`src/rtl/mips_ctrl_pkg.sv`:
```
// Shared types and constants for the MIPS multicycle control slice:
// state and class encodings, opcode values, ALU/PC selects and the strobe bundle.
package mips_ctrl_pkg;

  typedef enum logic [2:0] {
    S_FETCH  = 3'd0,
    S_DECODE = 3'd1,
    S_EXEC   = 3'd2,
    S_MEM    = 3'd3,
    S_WB     = 3'd4,
    S_HALT   = 3'd7
  } ctrlState_e;

  localparam logic [5:0] OP_RTYPE = 6'b000000;
  localparam logic [5:0] OP_LW    = 6'b100011;
  localparam logic [5:0] OP_SW    = 6'b101011;
  localparam logic [5:0] OP_BEQ   = 6'b000100;
  localparam logic [5:0] OP_BNE   = 6'b000101;
  localparam logic [5:0] OP_J     = 6'b000010;
  localparam logic [5:0] OP_ADDI  = 6'b001000;
  localparam logic [5:0] OP_ANDI  = 6'b001100;
  localparam logic [5:0] OP_ORI   = 6'b001101;

  typedef enum logic [3:0] {
    CL_RTYPE = 4'd0,
    CL_LW    = 4'd1,
    CL_SW    = 4'd2,
    CL_BEQ   = 4'd3,
    CL_BNE   = 4'd4,
    CL_J     = 4'd5,
    CL_ADDI  = 4'd6,
    CL_ANDI  = 4'd7,
    CL_ORI   = 4'd8
  } opClass_e;

  localparam logic [2:0] ALU_ADD   = 3'b000;
  localparam logic [2:0] ALU_SUB   = 3'b001;
  localparam logic [2:0] ALU_FUNCT = 3'b010;
  localparam logic [2:0] ALU_AND   = 3'b011;
  localparam logic [2:0] ALU_OR    = 3'b100;

  localparam logic [1:0] PC_PLUS4  = 2'b00;
  localparam logic [1:0] PC_BRANCH = 2'b01;
  localparam logic [1:0] PC_JUMP   = 2'b10;

  typedef struct packed {
    logic       irWrite;
    logic       pcWrite;
    logic [1:0] pcSrc;
    logic       regWrite;
    logic       regDst;
    logic       memToReg;
    logic       aluSrc;
    logic       memRead;
    logic       memWrite;
    logic       unsign;
    logic [2:0] aluCode;
  } ctrl_t;

  localparam ctrl_t CTRL_IDLE = ctrl_t'(14'd0);

  // ALU operand/operation selects a class uses in EXEC; MEM and WB keep them held.
  function automatic ctrl_t execCtrl(input opClass_e cls);
    ctrl_t c;
    c = CTRL_IDLE;
    case (cls)
      CL_RTYPE: begin
        c.aluCode = ALU_FUNCT;
        c.aluSrc  = 1'b0;
      end
      CL_ADDI, CL_LW, CL_SW: begin
        c.aluCode = ALU_ADD;
        c.aluSrc  = 1'b1;
      end
      CL_ANDI: begin
        c.aluCode = ALU_AND;
        c.aluSrc  = 1'b1;
        c.unsign  = 1'b1;
      end
      CL_ORI: begin
        c.aluCode = ALU_OR;
        c.aluSrc  = 1'b1;
        c.unsign  = 1'b1;
      end
      CL_BEQ, CL_BNE: begin
        c.aluCode = ALU_SUB;
        c.aluSrc  = 1'b0;
      end
      default: begin
        c = CTRL_IDLE;
      end
    endcase
    return c;
  endfunction

endpackage

```
`src/rtl/mips_ctrl_if.sv`:
```
// Control/datapath bundle between the multicycle sequencer (master) and the
// MIPS datapath (slave): IR opcode, ALU/RAM status in, strobes and selects out.
interface mips_ctrl_if;
  import mips_ctrl_pkg::*;

  logic [5:0] opcode;
  logic       zero;
  logic       mem_ready;

  logic       ir_write;
  logic       pc_write;
  logic [1:0] pc_src;
  logic       reg_write;
  logic       reg_dst;
  logic       mem_to_reg;
  logic       alu_src;
  logic       mem_read;
  logic       mem_write;
  logic       unsign;
  logic [2:0] alu_code;
  logic       illegal;
  ctrlState_e state;

  modport master (
    input  opcode, zero, mem_ready,
    output ir_write, pc_write, pc_src, reg_write, reg_dst, mem_to_reg,
           alu_src, mem_read, mem_write, unsign, alu_code, illegal, state
  );

  modport slave (
    output opcode, zero, mem_ready,
    input  ir_write, pc_write, pc_src, reg_write, reg_dst, mem_to_reg,
           alu_src, mem_read, mem_write, unsign, alu_code, illegal, state
  );

endinterface

```
`src/rtl/mips_opcode_decode.sv`:
```
// Combinational opcode-to-class mapping; anything outside the supported set
// is flagged as not legal and reported as RTYPE.
module mips_opcode_decode
  import mips_ctrl_pkg::*;
(
  input  logic [5:0] opcode,
  output opClass_e   opClass,
  output logic       legal
);

  // Opcode lookup
  always_comb begin
    opClass = CL_RTYPE;
    legal   = 1'b1;
    case (opcode)
      OP_RTYPE: opClass = CL_RTYPE;
      OP_LW:    opClass = CL_LW;
      OP_SW:    opClass = CL_SW;
      OP_BEQ:   opClass = CL_BEQ;
      OP_BNE:   opClass = CL_BNE;
      OP_J:     opClass = CL_J;
      OP_ADDI:  opClass = CL_ADDI;
      OP_ANDI:  opClass = CL_ANDI;
      OP_ORI:   opClass = CL_ORI;
      default: begin
        opClass = CL_RTYPE;
        legal   = 1'b0;
      end
    endcase
  end

endmodule

```
`src/rtl/mips_multicycle_ctrl.sv`:
```
// Multicycle MIPS sequencer: FETCH/DECODE/EXEC/MEM/WB with RAM ready wait and
// sticky HALT on illegal opcodes. Define MIPS_CTRL_PERF_CNT_EN for cycle/instr counters.
module mips_multicycle_ctrl
  import mips_ctrl_pkg::*;
(
  input  logic        clk,
  input  logic        reset,
`ifdef MIPS_CTRL_PERF_CNT_EN
  output logic [31:0] cycle_cnt,
  output logic [31:0] instr_cnt,
`endif
  mips_ctrl_if.master bus
);

  ctrlState_e stateR;
  ctrlState_e nextStateS;
  opClass_e   classR;
  logic       illegalR;
  opClass_e   decClassS;
  logic       decLegalS;
  ctrl_t      ctrlDecS;
  ctrl_t      ctrlS;
  logic       takenS;

  mips_opcode_decode uDecode (
    .opcode  (bus.opcode),
    .opClass (decClassS),
    .legal   (decLegalS)
  );

  // State, latched class and sticky illegal flag
  always_ff @(posedge clk or negedge reset) begin
    if (!reset) begin
      stateR   <= S_FETCH;
      classR   <= CL_RTYPE;
      illegalR <= 1'b0;
    end else begin
      stateR <= nextStateS;
      if (stateR == S_DECODE) begin
        classR <= decClassS;
      end
      if (nextStateS == S_HALT) begin
        illegalR <= 1'b1;
      end
    end
  end

  // Next state and per-state strobe decode
  always_comb begin
    nextStateS = stateR;
    ctrlDecS   = CTRL_IDLE;
    takenS     = 1'b0;
    case (stateR)
      S_FETCH: begin
        ctrlDecS.irWrite = 1'b1;
        nextStateS       = S_DECODE;
      end
      S_DECODE: begin
        if (decLegalS) begin
          nextStateS = S_EXEC;
        end else begin
          nextStateS = S_HALT;
        end
      end
      S_EXEC: begin
        ctrlDecS = execCtrl(classR);
        case (classR)
          CL_RTYPE, CL_ADDI, CL_ANDI, CL_ORI: nextStateS = S_WB;
          CL_LW, CL_SW:                       nextStateS = S_MEM;
          CL_BEQ, CL_BNE: begin
            if (classR == CL_BEQ) begin
              takenS = bus.zero;
            end else begin
              takenS = ~bus.zero;
            end
            ctrlDecS.pcWrite = 1'b1;
            ctrlDecS.pcSrc   = takenS ? PC_BRANCH : PC_PLUS4;
            nextStateS       = S_FETCH;
          end
          CL_J: begin
            ctrlDecS.pcWrite = 1'b1;
            ctrlDecS.pcSrc   = PC_JUMP;
            nextStateS       = S_FETCH;
          end
          default: nextStateS = S_HALT;
        endcase
      end
      S_MEM: begin
        ctrlDecS = execCtrl(classR);
        case (classR)
          CL_LW: begin
            ctrlDecS.memRead = 1'b1;
            if (bus.mem_ready) begin
              nextStateS = S_WB;
            end else begin
              nextStateS = S_MEM;
            end
          end
          CL_SW: begin
            // The store retires in the cycle RAM accepts it; no WB follows.
            ctrlDecS.memWrite = 1'b1;
            if (bus.mem_ready) begin
              ctrlDecS.pcWrite = 1'b1;
              ctrlDecS.pcSrc   = PC_PLUS4;
              nextStateS       = S_FETCH;
            end else begin
              nextStateS = S_MEM;
            end
          end
          default: nextStateS = S_HALT;
        endcase
      end
      S_WB: begin
        ctrlDecS          = execCtrl(classR);
        ctrlDecS.regWrite = 1'b1;
        ctrlDecS.pcWrite  = 1'b1;
        ctrlDecS.pcSrc    = PC_PLUS4;
        ctrlDecS.regDst   = (classR == CL_RTYPE);
        ctrlDecS.memToReg = (classR == CL_LW);
        nextStateS        = S_FETCH;
      end
      S_HALT: begin
        nextStateS = S_HALT;
      end
      default: begin
        nextStateS = S_FETCH;
      end
    endcase
  end

  // Strobes are forced low while reset is held, even mid-MEM
  always_comb begin
    if (!reset) begin
      ctrlS = CTRL_IDLE;
    end else begin
      ctrlS = ctrlDecS;
    end
  end

  assign bus.ir_write   = ctrlS.irWrite;
  assign bus.pc_write   = ctrlS.pcWrite;
  assign bus.pc_src     = ctrlS.pcSrc;
  assign bus.reg_write  = ctrlS.regWrite;
  assign bus.reg_dst    = ctrlS.regDst;
  assign bus.mem_to_reg = ctrlS.memToReg;
  assign bus.alu_src    = ctrlS.aluSrc;
  assign bus.mem_read   = ctrlS.memRead;
  assign bus.mem_write  = ctrlS.memWrite;
  assign bus.unsign     = ctrlS.unsign;
  assign bus.alu_code   = ctrlS.aluCode;
  assign bus.illegal    = illegalR;
  assign bus.state      = stateR;

`ifdef MIPS_CTRL_PERF_CNT_EN
  logic [31:0] cycleCntR;
  logic [31:0] instrCntR;

  // Free-running performance counters, frozen cycle count while halted
  always_ff @(posedge clk or negedge reset) begin
    if (!reset) begin
      cycleCntR <= 32'd0;
      instrCntR <= 32'd0;
    end else begin
      if (stateR != S_HALT) begin
        cycleCntR <= cycleCntR + 32'd1;
      end
      if (ctrlS.pcWrite) begin
        instrCntR <= instrCntR + 32'd1;
      end
    end
  end

  assign cycle_cnt = cycleCntR;
  assign instr_cnt = instrCntR;
`endif

endmodule
```
`src/flat_wrapper.sv`:
```
// flat-port wrapper written by rule: the top's interface ports become plain ports
module mips_multicycle_ctrl_flat import mips_ctrl_pkg::*;
  (clk, reset, bus_opcode, bus_zero, bus_mem_ready, bus_ir_write, bus_pc_write, bus_pc_src, bus_reg_write, bus_reg_dst, bus_mem_to_reg, bus_alu_src, bus_mem_read, bus_mem_write, bus_unsign, bus_alu_code, bus_illegal, bus_state);
  mips_ctrl_if bus_i ();
  input  logic clk;
  input  logic reset;
  input wire logic [$bits(bus_i.opcode)-1:0] bus_opcode;
  input wire logic [$bits(bus_i.zero)-1:0] bus_zero;
  input wire logic [$bits(bus_i.mem_ready)-1:0] bus_mem_ready;
  output wire logic [$bits(bus_i.ir_write)-1:0] bus_ir_write;
  output wire logic [$bits(bus_i.pc_write)-1:0] bus_pc_write;
  output wire logic [$bits(bus_i.pc_src)-1:0] bus_pc_src;
  output wire logic [$bits(bus_i.reg_write)-1:0] bus_reg_write;
  output wire logic [$bits(bus_i.reg_dst)-1:0] bus_reg_dst;
  output wire logic [$bits(bus_i.mem_to_reg)-1:0] bus_mem_to_reg;
  output wire logic [$bits(bus_i.alu_src)-1:0] bus_alu_src;
  output wire logic [$bits(bus_i.mem_read)-1:0] bus_mem_read;
  output wire logic [$bits(bus_i.mem_write)-1:0] bus_mem_write;
  output wire logic [$bits(bus_i.unsign)-1:0] bus_unsign;
  output wire logic [$bits(bus_i.alu_code)-1:0] bus_alu_code;
  output wire logic [$bits(bus_i.illegal)-1:0] bus_illegal;
  output wire logic [$bits(bus_i.state)-1:0] bus_state;
  assign bus_i.opcode = bus_opcode;
  assign bus_i.zero = bus_zero;
  assign bus_i.mem_ready = bus_mem_ready;
  assign bus_ir_write = bus_i.ir_write;
  assign bus_pc_write = bus_i.pc_write;
  assign bus_pc_src = bus_i.pc_src;
  assign bus_reg_write = bus_i.reg_write;
  assign bus_reg_dst = bus_i.reg_dst;
  assign bus_mem_to_reg = bus_i.mem_to_reg;
  assign bus_alu_src = bus_i.alu_src;
  assign bus_mem_read = bus_i.mem_read;
  assign bus_mem_write = bus_i.mem_write;
  assign bus_unsign = bus_i.unsign;
  assign bus_alu_code = bus_i.alu_code;
  assign bus_illegal = bus_i.illegal;
  assign bus_state = bus_i.state;
  mips_multicycle_ctrl u_core (.clk(clk), .reset(reset), .bus(bus_i));
endmodule
```
`config.mk`:
```
export PLATFORM = sky130hd
export DESIGN_NAME = mips_multicycle_ctrl_flat
export DESIGN_NICKNAME = d
export VERILOG_FILES = /design/src/rtl/mips_ctrl_pkg.sv /design/src/rtl/mips_ctrl_if.sv /design/src/rtl/mips_opcode_decode.sv /design/src/rtl/mips_multicycle_ctrl.sv /design/src/flat_wrapper.sv
export SDC_FILE = /design/constraint.sdc
export NUM_CORES = 1
export LEC_CHECK = 0
export CELL_PAD_IN_SITES_DETAIL_PLACEMENT = 1
export CELL_PAD_IN_SITES_GLOBAL_PLACEMENT = 2
export CORE_UTILIZATION = 25
export DETAILED_ROUTE_END_ITERATION = 16
export PLACE_DENSITY_LB_ADDON = 0.1
export SLEW_MARGIN = 10
export SYNTH_ARGS = -nofsm -noshare
export SYNTH_HDL_FRONTEND = slang
export SYNTH_SLANG_ARGS = --single-unit
```
`constraint.sdc`:
```
create_clock -name clk -period 2.7 [get_ports clk]
set_input_delay 0.81 -clock clk [delete_from_list [all_inputs] [get_ports clk]]
set_output_delay 0.81 -clock clk [all_outputs]
set_load 0.02 [all_outputs]
```
==> ds_physical_params.txt <==
Summary of implementation characteristics

Parameter                              Value

Status
  Result of the run    completed

Worst hold path
  Capture endpoint of the worst hold path    u_core.bus.illegal
  Worst Hold Depth    1

Route
  Routed WL per cell    13.9 um
  Drt via density    5.02
  Detailed Routing Iterations Pass 1    4
  Count of antenna-violating nets left after detailed routing    0

Floorplanning
  Number of well taps    44
  Count of standard-cell rows    20
  Floorplan die area    3490 um^2

STA
  Unrepaired setup endpoints after global routing    true

Synth
  Main flop type after synthesis    dfrtp_1
  Sequential share of the synthesized area    24.6%
  Area fraction in full adders, half adders and majority gates    0%
  Area fraction in and, or, nand and nor cells    39.0%

Finish
  Proportion of layout cells with a drive suffix above 1    27.2%
  Area Overhead vs Synth    54.7%
  Fin nets    163
  Most instantiated logic cell after routing    buf_4
  Clock Buffer Count    3
  Final Util    40.9%
  Antenna Cells    0
  Most flop-heavy register    u_core.classR

Power and ir drop
  Largest power group    combinational cells
  Clk pwr share    9.3%

Placement
  Worst slack, placed    -0.560 ns
  # port buffers    27
  Final estimated routing congestion in global placement    0.811

Clocking
  Clock buffer count from CTS    3
  Number of gates given a new drive strength after cts    46

Global route
  GR Util met1    20.3%
  Antenna violations before repair    0
  Met3 Resource Use GR    2.18%

Critical path
  Number of logic stages on the critical path including buffering    5
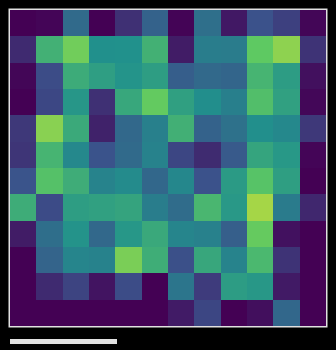
**Above:** local utilization.
Bar = 20 um. The die is cut into 12 by 12 equal tiles; dark purple is low, yellow is high, 0 to 100% covered.
emptiest ninth of the die: bottom left
tiles over 75% full: 5.6%
densest ninth of the die: left middle

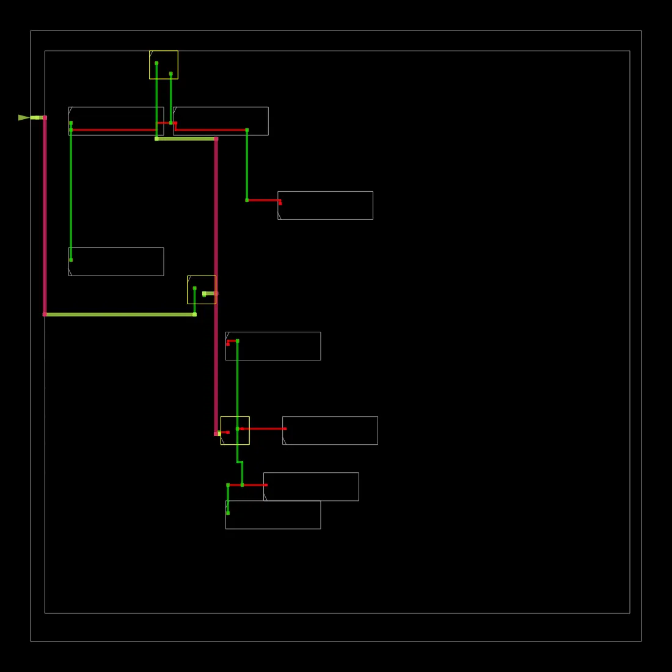
**Above:** clock wiring as the flow saved it.
clock network power: 96.3 uW
maximum clock skew at final layout: 0.00732 ns

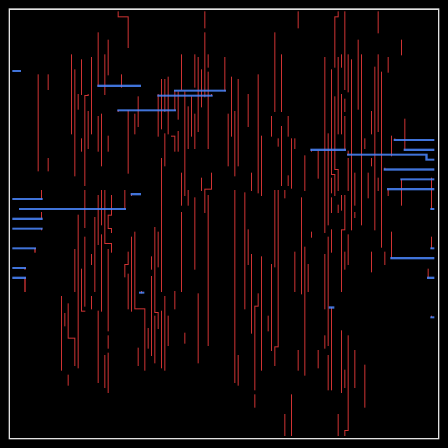
**Above:** wiring by layer.
Only two layers are drawn.
| colour | layer | wire length |
|---|---|---|
| red | M2 | 1320 um |
| blue | M3 | 113 um |

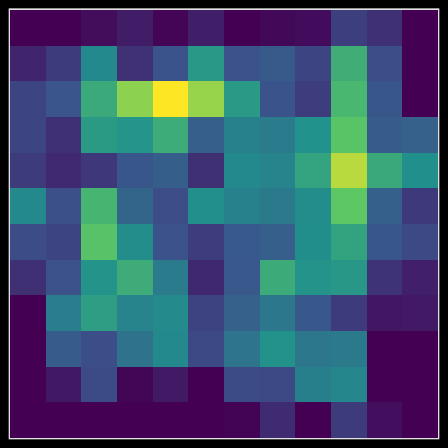
**Above:** wire density map.
The die is cut into 12 by 12 equal tiles; dark purple is low, yellow is high, scaled to the fullest tile. Values are wire area over tile area, all layers added.
tiles over half the peak: 19%
densest ninth of the die: right middle
nearly empty tiles: 17%
fullest tile: 0.43
mean over tiles: 0.12

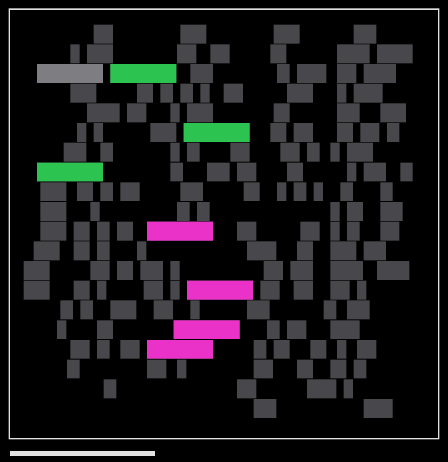
**Above:** sequential cells grouped by signal name.
Bar = 20 um.
| colour | name in the netlist | placed flops |
|---|---|---|
| green | u_core.bus.state | 3 |
| magenta | u_core.classR | 4 |
not coloured: 1

Power and IR drop assume default switching activity.
